==> config.mk <==
export PLATFORM = sky130hd
export DESIGN_NAME = adc_spi_responder_flat
export DESIGN_NICKNAME = d
export VERILOG_FILES = /design/src/rtl/adc_spi_responder_pkg.sv /design/src/rtl/adc_spi_responder_if.sv /design/src/rtl/adc_spi_responder_sync_edge.sv /design/src/rtl/adc_spi_responder.sv /design/src/flat_wrapper.sv
export SDC_FILE = /design/constraint.sdc
export NUM_CORES = 1
export LEC_CHECK = 0
export ABC_AREA = 1
export CORE_MARGIN = 1
export CORE_UTILIZATION = 53
export CTS_BUF_LIST = sky130_fd_sc_hd__clkbuf_8
export DETAILED_ROUTE_END_ITERATION = 7
export GPL_TIMING_DRIVEN = 0
export PLACE_DENSITY_LB_ADDON = 0.1
export SETUP_SLACK_MARGIN = 0.1
export SYNTH_ARGS = -nofsm -noshare
export SYNTH_HDL_FRONTEND = slang
export SYNTH_SLANG_ARGS = --single-unit
==> constraint.sdc <==
create_clock -name clk_usb -period 2.3 [get_ports clk_usb]
set_clock_uncertainty 0.15 [all_clocks]
set_input_delay 0.46 -clock clk_usb [delete_from_list [all_inputs] [get_ports clk_usb]]
set_output_delay 0.46 -clock clk_usb [all_outputs]
set_load 0.05 [all_outputs]
Figure 1. Signal wires by layer (run 1).
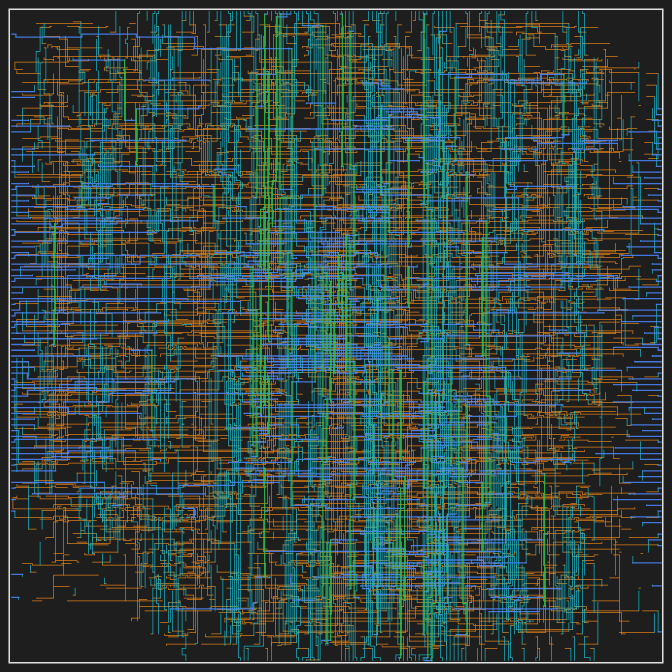
- metal 2: cyan (wire length 20.6 mm)
- metal 4: green (wire length 2560 microns)
- metal 3: blue (wire length 5270 microns)
- metal 1: orange (wire length 17200 microns)
routed wire length per instance: 22.3 microns
overall routed net length: 45.7 mm

Figure 2. Cell classes on the final placement (run 1).
Fill, decap, tap and diode cells in gray.
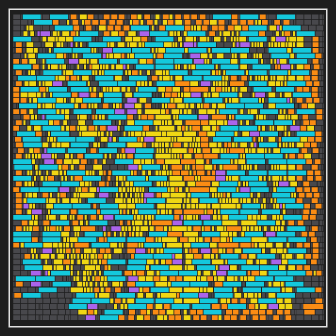
- other buffers and delay cells: orange (cells 387)
- clock drivers and dummy loads: purple (cells 78)
- flops: cyan (cells 291)
- combinational and other logic: yellow (cells 1005)
Layout Cell Area excl Fill: 18400 sq um
Seq area share: 39.6%
final core occ: 81.1%
row count: 55

Figure 3. Cells by drive strength (run 1).
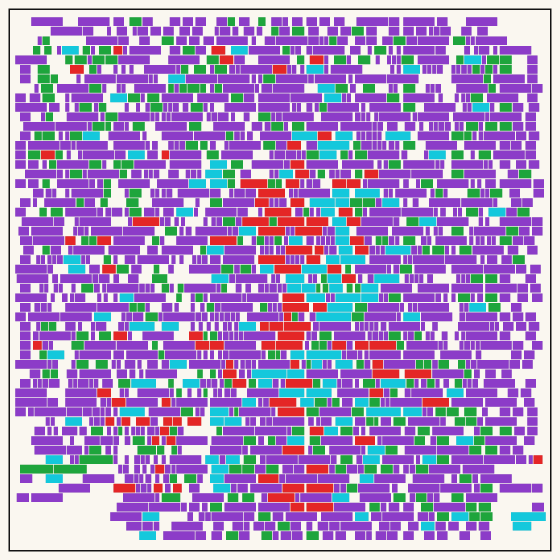
- _2 cells: green (cells 308; share 17%)
- _6 and larger: cyan (cells 115; share 6.5%)
- _3 and _4 cells: red (cells 99; share 5.6%)
- _0 and _1 cells: purple (cells 1239; share 70%)
count of buffers not belonging to the clock network in the layout: 387
final worst slack: -0.0478 ns
area growth from synthesis to layout: 49.8%

==> flow_results.org <==
* Flow results

** Synthesis
- In the synthesized netlist the dominant register cell turns out to be sky130_fd_sc_hd__dfrtp_1.
- Summing the areas of all xor and xnor instances in the mapped netlist gives 0% of the synthesized area.
- In this run, the synthesized area fraction spent on AND-OR/OR-AND gates is recorded as 3.20%.
- Multiplexer area fraction after synthesis :: 0%
- Among the non-sequential cells, simple AND/OR/NAND/NOR gates take the most area.
- Synth Instances :: about 1400
- In the synthesized netlist, the cells that appear most often are sky130_fd_sc_hd__nand2_1 (440), sky130_fd_sc_hd__nand3_1 (292), sky130_fd_sc_hd__dfrtp_1 (288).
- Count of instantiated cells in the yosys netlist :: around 1400
- Number of synthesized register bits :: slightly below 300
- Post-synth ARST share :: 100%
- Fraction of post-synthesis cell area in the top cell type by area :: between 50% and 60%
- Post-Syn Area per Cell :: a little over 9 sq um
- After synthesis the cells add up to 12300 sq um.
- The area recorded from the Yosys report for this design is ~12000 sq um.
- Simple Share, Synth :: between 30 and 40%
- In the Yosys report, the sequential cells make up 59.3% of the chip area.
- Cell type contributing the most total cell area after synthesis :: sky130_fd_sc_hd__dfrtp_1
- Warning count from the yosys run :: 0
- Sorting the synthesized cells by area gives the leading types as sky130_fd_sc_hd__dfrtp_1 (59%), sky130_fd_sc_hd__nand2_1 (13%), sky130_fd_sc_hd__nand3_1 (12%).
- Area share of fa/ha/maj cells after synthesis :: 0.712%

** Floorplan
- During I/O placement, the number of pins put on the boundary was between 200 and 300.
- From left edge to right edge, the die measures 154 microns.
- The initial utilization of the core area, before any placement, comes to 54.1%.
- Per the OpenROAD floorplan log, the area of the core is about 23000 sq um.
- Tapcell Cnt :: around 290
- Die extent in y :: 154 microns

** Final timing
- At the pin with the least slew margin, the transition time is between 0.8 and 0.9 ns.
- On the final layout, the worst hold slack is between 0.1 and 0.15 ns.
- After layout, the worst path uses 102% of the clock period.
- Final Max Slew Viols :: 0
- Checking max transition, the worst relative margin is a little under half.
- Clock period minus final worst setup slack :: 2.35 ns
- Final worst slack :: -0.0478 ns
- Unrepaired setup endpoints after global routing :: yes
- Number of hold violations in the final report :: 0
- Timing would allow up to approximately 0.43 GHz.
- The final timing report counts setup violations totalling 4.

** Final layout
- Share of layout cells above drive strength 1 :: between 20% and 30%
- Count of placed standard cells in the final layout, fillers left out :: around 2000
- The area taken by multi-input combinational cells is reported as just over 6000 sq um.
- Net count of the finished layout :: roughly 1700
- Fraction of area in multi-input gates :: about a third
- The register with the most flip-flops in the layout has roughly 260 of them.
- The most common logic cells in the final layout are sky130_fd_sc_hd__nand2_1 (348), sky130_fd_sc_hd__dfrtp_1 (288), sky130_fd_sc_hd__dlygate4sd2_1 (260).
- The final design was reported to hold multi-input combinational gates totalling around 940.
- Non-clock inverter count :: between 60 and 70
- Largest cell class by area :: flip-flops and latches
- Flop count :: 291
- Clk tree area frac :: under 10%
- Non-clock buffering overhead in the final layout :: 19.1%
- Flop area :: around 7300 sq um
- Counting the fill cells in the layout gives 1366.
- The repair_antennas step left the layout with diodes totalling 0.

** Setup path
- Signal arrival time at the worst endpoint :: ~2.7 ns
- STA puts the critical path data required time at 2.66 ns.
- The critical path is of the register to register type.
- The worst setup path is captured at a register.
- Sequence of cells on the critical path :: ha_2 > nand2_2 > nor2_2 > ha_2 > nand3_4 > nor2_4 > buf_12 > buf_16 > buf_16 > buf_12 > nand4_4 > nand2_1 > nand2_1 > nand2_1
- CP max-delay cell :: sky130_fd_sc_hd__dfrtp_1
- The worst setup path is launched from a register.
- FF-to-FF setup slack :: -0.05 ns
- Worst Path Max Fanout :: 8
- Path length in cells of the critical path :: 14
- By instance count, the cell type seen most on the critical path is sky130_fd_sc_hd__nand2_1.
- Biggest cell delay along the critical path :: 0.35 ns
- The script reports the combined buffer and inverter count of the critical path as 4.

** Placed design
- Number of placed instances with taps included :: 1906
- The buffer_ports step reported a buffer count of around 270.
- Routability cong. :: 1.02
- Post-Place Worst Slack :: -0.204 ns
- After legalization and detailed placement, the total HPWL measured between 20 and 30 mm.

** Pwr
- Overall power of the completed layout :: 10.0 mW
- In this run the static leakage power is 9.89 nW.
- Looking at the power breakdown, combinational cells take under 10% of the total.
- Comb power :: just under 0.6 mW
- The power report puts the net switching power at ~2.6 mW.
- Ratio of total power to cell area :: around 540 nW/um^2
- The power report lists cell-internal power as about 7.5 mW.
- Sequential group power :: 5.18 mW
- VDD IR max :: 0.000540 V
- The biggest slice of the total power is consumed by registers.
- Sequential cells burn 51.6% of the power.
- The power report lists the clock group at ~4.3 mW.
- Clock share of power :: roughly 43%
- Net switching is around a quarter of the power.

** GRT
- Initial antenna violation count :: 0
- The first global-routing pass estimated roughly 66 mm of wire.
- GRT Residual Overflow :: 0
- Per the GRT log, the top usage layer is met2.
- Met2 capacity usage during global routing :: between 50 and 60%
- Number of global-route vias before repair :: 11700
- Global routing used 36.1% of the available tracks across all layers.
- The global routing report lists met1 layer usage as approximately half.
- Global routing usage on met3 :: 9.05%
- Entering global routing, the biggest net connects roughly 120 pins.

** Status
- The flow ran to the end, but the final reports show violations.
- The final reports fail on setup timing.

** Hold path
- The worst hold path belongs to the class input port to register.
- Hold depth :: 1

** Run
- MaxCap Viol Count :: 0
- The stage logs contain a warning count of 36.

** Detailed routing
- DR vias :: approximately 12000
- Detailed routing placed a total of 20.6 mm of wire on met2.
- The first detailed-routing pass ran for 5 iterations.
- For this block, the initial DRC count from the detailed router was approximately 1200.
- For this block, wires on met1 add up to 17.2 mm.
- Via count normalized by instance count :: between 6 and 7
- The detailed router used layers up to and including met4.
- The count of nets left with antenna violations once routing finished came out at 0.
- In the routed design, unresolved DRC markers number 0.
- WL met3 :: roughly 5.3 mm

** Clocking
- Clock slew seen by the registers of the worst setup and hold paths :: 0.07 ns
- Per the CTS log, the maximum H-tree level is 2.
- CTS Hold Buffers Added :: 1
- TritonCTS built the clock tree.
- Clock buffers created by TritonCTS :: 47
- Number of clock sinks :: 291
- Cell at the root of the clock tree :: sky130_fd_sc_hd__clkbuf_8
- Largest buffer count on any clock path :: 3
- Clock latency on the worst-skew pair, taken at its later pin, is around 0.58 ns.
Power figures rest on the tool's default switching activity, not on a simulated workload.
